### src/rtl/sys_output_collector.sv
// Ping-pong result collector for the systolic array's bottom edge: de-skews the
// column-skewed result stream into rows and drains completed tiles over valid/ready.
module sys_output_collector #(
    parameter int ARRAY_W   = 4,
    parameter int DATA_W    = 32,
    parameter int DSP_DELAY = 3,
    parameter int ROWS      = 4
) (
    input  logic                      clk,
    input  logic                      rst,
    input  logic                      load_en,
    input  logic [ARRAY_W*DATA_W-1:0] in_res,
    output logic                      in_ready,
    output logic                      out_valid,
    input  logic                      out_ready,
    output logic [ARRAY_W*DATA_W-1:0] out_data,
    output logic                      out_last,
    output logic                      overflow
);
    localparam int NSTR = ROWS + ARRAY_W - 1;
    localparam int PH_W = (DSP_DELAY > 1) ? $clog2(DSP_DELAY) : 1;
    localparam int S_W  = $clog2(NSTR);
    localparam int R_W  = (ROWS > 1) ? $clog2(ROWS) : 1;

    localparam logic [PH_W-1:0] PH_LAST = PH_W'(DSP_DELAY - 1);
    localparam logic [S_W-1:0]  S_LAST  = S_W'(NSTR - 1);
    localparam logic [S_W-1:0]  S_ROWS  = S_W'(ROWS);
    localparam logic [R_W-1:0]  R_LAST  = R_W'(ROWS - 1);

    logic [PH_W-1:0] ph;
    logic [S_W-1:0]  s;
    logic [R_W-1:0]  rrow;
    logic            wbank;
    logic            rbank;
    logic [1:0]      full;
    logic [1:0]      full_next;
    logic            strobe;
    logic            last_strobe;
    logic            accept;
    logic            last_accept;

    assign in_ready    = !full[wbank];
    assign out_valid   = full[rbank];
    assign out_last    = out_valid && (rrow == R_LAST);
    assign strobe      = load_en && in_ready && (ph == '0);
    assign last_strobe = strobe && (s == S_LAST);
    assign accept      = out_valid && out_ready;
    assign last_accept = accept && (rrow == R_LAST);

    // Tile completion and drain completion always target different banks, so both may apply at once.
    always_comb begin
        full_next = full;
        if (last_strobe) begin
            full_next[wbank] = 1'b1;
        end
        if (last_accept) begin
            full_next[rbank] = 1'b0;
        end
    end

    always_ff @(posedge clk) begin
        if (rst) begin
            ph       <= '0;
            s        <= '0;
            rrow     <= '0;
            wbank    <= 1'b0;
            rbank    <= 1'b0;
            full     <= 2'b00;
            overflow <= 1'b0;
        end else begin
            full <= full_next;
            if (load_en && !in_ready) begin
                overflow <= 1'b1;
            end
            if (load_en && in_ready) begin
                if (last_strobe || ph == PH_LAST) begin
                    ph <= '0;
                end else begin
                    ph <= ph + 1'b1;
                end
            end
            if (strobe) begin
                s <= last_strobe ? '0 : s + 1'b1;
            end
            if (last_strobe) begin
                wbank <= ~wbank;
            end
            if (accept) begin
                rrow <= last_accept ? '0 : rrow + 1'b1;
            end
            if (last_accept) begin
                rbank <= ~rbank;
            end
        end
    end

    // Lane c lags lane 0 by c strobes, so strobe s carries row s-c for lane c.
    for (genvar c = 0; c < ARRAY_W; c++) begin : g_lane
        localparam logic [S_W-1:0] C_S = S_W'(c);

        logic [DATA_W-1:0] mem [2][ROWS];
        logic [S_W-1:0]    diff;
        logic              in_win;
        logic [R_W-1:0]    wrow;

        assign diff   = s - C_S;
        assign in_win = (s >= C_S) && (diff < S_ROWS);
        assign wrow   = R_W'(diff);

        always_ff @(posedge clk) begin
            if (rst) begin
                mem <= '{default: '0};
            end else if (strobe && in_win) begin
                mem[wbank][wrow] <= in_res[c*DATA_W +: DATA_W];
            end
        end

        assign out_data[c*DATA_W +: DATA_W] = mem[rbank][rrow];
    end

endmodule

### config.mk
export PLATFORM = sky130hd
export DESIGN_NAME = sys_output_collector
export DESIGN_NICKNAME = d
export VERILOG_FILES = /design/src/rtl/sys_output_collector.sv
export SDC_FILE = /design/constraint.sdc
export NUM_CORES = 2
export LEC_CHECK = 0
export ABC_CLOCK_PERIOD_IN_PS = 3120
export CAP_MARGIN = 20
export CORE_MARGIN = 4
export CORE_UTILIZATION = 54
export CTS_CLUSTER_SIZE = 12
export DETAILED_ROUTE_END_ITERATION = 10
export PLACE_DENSITY = 0.76
export SYNTH_ARGS = -nofsm -noshare
export SYNTH_HDL_FRONTEND = slang
export SYNTH_SLANG_ARGS = --single-unit
### constraint.sdc
create_clock -name clk -period 3.12 [get_ports clk]
set_input_delay 0.624 -clock clk [delete_from_list [all_inputs] [get_ports clk]]
set_output_delay 0.624 -clock clk [all_outputs]
set_load 0.01 [all_outputs]
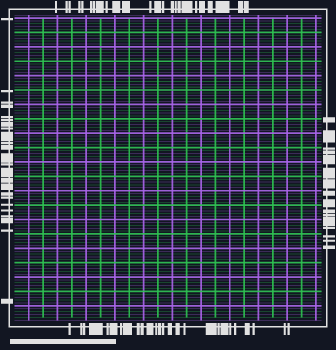
(images/floorplan.png)
The bar under the picture is 100 um long. Pins as bars on the die edge.
[green] VDD
[purple] VSS
signal pins: 264
met5 straps: 21
met4 straps: 21
met1 rails: 107
rows: 106

==> out/metrics.yaml <==
global_route:
  grt_pass1_wl_um: 202000
  first_global_vias: 36000
  gr-total-overflow: 0
synthesis:
  yosys.area.top_type_share_pct: 45.5
  common_cells: "nand2_1 (1552), dfxtp_1 (1036), a21oi_1 (771)"
  yosysChipArea_um2: 45600
  aoi_share_pct: 8.67
  syn_inst: 4916
  ys_cells: 4916
  ys.flop_type: "dfxtp_1"
  synth.largest_area_cell: "dfxtp_1"
  syn-num-nets: 5056
  synth-edff-count: 0
  synth_cell_types: 43
  top_logic_kind: "multiplexers"
  syn_area_per_cell_um2: 9.28
floorplanning:
  fp-row-count: 106
  initCoreUtil_pct: 54.5
  die_area_um2: 89200
  core_um2: 83700
clock_tree:
  post-cts-setup-buffer-count: 61
  ctsHoldBuffers: 0
  worstSkewPairLatency_ns: 0.67
  cts_buffers: 107
  numClockSinks: 1036
  ctsResizeCount: 669
outcome:
  status: "finished, violations left"
  failed_checks: "negative setup slack"
drt:
  drc: 0
  wl_per_cell_um: 20.7
  viasPerCell: 5.79
  dr_total_vias: 36000
critical_path:
  worstPathArrival_ns: 2.58
  startpoint: "rrow[0]"
cells_and_area:
  fin_util_pct: 65.0
  nNetsFinal: 5145
flow_run:
  max-cap-violations: 0
sta:
  fin_ws_ns: -0.0875
  max_freq_mhz: 312
  finalSetupViolCount: 53
  slew_headroom_pct: 50.2
  skew_ns: 0.0216
  final_max_slew_viol_count: 0
power:
  p_per_area_nw_per_um2: 499
  p_leak_nw: 19.5
placed_design:
  io_buffers: 263
  dpl-instance-area_um2: 49200
  dp_hpwl_um: 69800
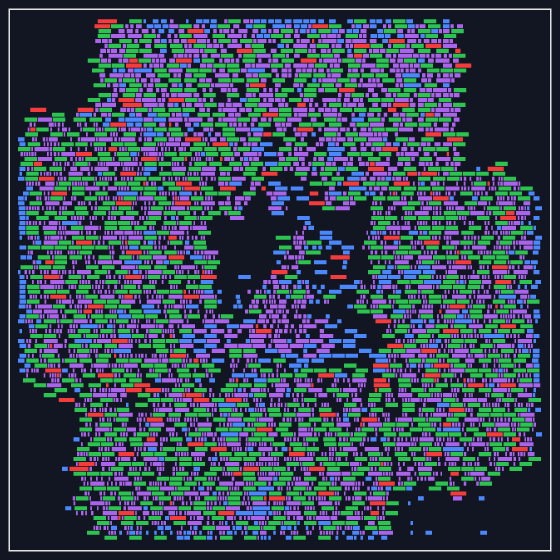
(images/class_map.png)
[green] registers | cells: 1036
[red] clock drivers and dummy loads | cells: 177
[purple] remaining logic cells | cells: 3372
[blue] remaining buffers and delay cells | cells: 488

==> cell families after synthesis <==
logic type | Yosys count
flops | 1036
simple gates | 1931
compound gates | 782
buf+inv | 514
mux | 642
xor+xnor | 3
fa+ha+maj | 8
==> per-stage QoR <==
| step | std cells | hold WS [ns] | power, W | TNS (ns) |
|---|---|---|---|---|
| 5_1_grt | 6217 | 0.466 | 0.0279 | -7.96 |
| 3_5_place_dp | 5932 | 0.443 | 0.0149 | 0 |
| 2_1_floorplan | 4916 | 0.433 | 0.0144 | 0 |
| 4_1_cts | 6191 | 0.444 | 0.0272 | -7.66 |
| 6_report | 6221 | 0.449 | 0.0271 | -1.38 |
| 3_3_place_gp | 5932 | 0.438 | 0.0149 | 0 |
==> critical path, cell delays in order (launching register included) <==
cell	delay (ns)
dfxtp_4	0.40
buf_12	0.12
buf_12	0.15
buf_12	0.14
buf_16	0.13
buf_6	0.09
mux4_2	0.48
mux2_4	0.28
buf_6	0.13
==> registers in the layout, summed over array words and instances (netlist names) <==
| signal | count |
|---|---|
| ph | 2 |
| full | 2 |
| s | 3 |
| g_lane.mem | 1024 |
| overflow | 1 |
| rrow | 2 |
| wbank | 1 |
| rbank | 1 |
==> worst paths after layout <==
check | endpoint | slack (ns) | cells after the start
setup / recovery | out_data[53] | -0.09 | 8
hold / removal | g_lane[3].mem[101] | 0.45 | 2
setup reg to reg | g_lane[1].mem[242] | 0.59 | 7
hold reg to reg | g_lane[3].mem[101] | 0.45 | 2
==> placed cells by master (no fill, tap or decap), types with 5 or more instances in the layout <==
cell	Yosys	routed
buf_12	0	86
nor4_4	21	24
a21oi_2	7	7
clkbuf_8	0	21
clkdlybuf4s50_1	0	134
buf_6	18	78
mux2_4	0	92
clkbuf_16	0	112
dfxtp_1	1036	1033
clkbuf_1	204	26
clkinv_2	0	9
buf_8	1	10
nand2_1	1552	1552
nor2b_1	5	5
diode_2	0	14
buf_2	223	45
nand2b_1	293	293
buf_4	17	89
a21oi_1	771	771
mux2i_1	256	256
buf_16	0	24
clkbuf_2	0	10
nand4_1	21	21
nand3_2	5	5
nor2_1	7	7
mux2_2	130	38
ha_1	8	8
mux4_2	256	256
==> where the power goes <==
| part | total [W] | switching [W] | internal [W] | leakage [nW] |
|---|---|---|---|---|
| registers | 0.0134 | 0.0000451 | 0.0133 | 8.35 |
| clock network | 0.0125 | 0.00525 | 0.00724 | 1.66 |
| logic | 0.00127 | 0.000769 | 0.000500 | 9.52 |
| total | 0.0271 | 0.00607 | 0.0210 | 19.5 |
==> routing by layer <==
| metal | share of wire (%) | wire length, um | global-route usage (%) |
|---|---|---|---|
| met4 | 3.2 | 4150 | 10.5 |
| met2 | 49 | 62900 | 47.0 |
| met1 | 39 | 50800 | 36.2 |
| met5 | 0.010 | 13 | 0 |
| met3 | 8.4 | 10800 | 4.99 |
==> layout make-up <==
cell class | instances | area [um^2] | area share (%)
diodes | 14 | 35.0 | 0.0644
inverters | 6 | 22.5 | 0.0414
clock inverters | 20 | 244 | 0.449
well taps | 1134 | 1420 | 2.61
multi-input cells | 3366 | 22800 | 42.0
flip-flops and latches | 1036 | 20800 | 38.2
clock buffers | 157 | 3140 | 5.77
repair buffers | 488 | 5910 | 10.9
No activity file was given, so power comes from the tool's default toggle rates.
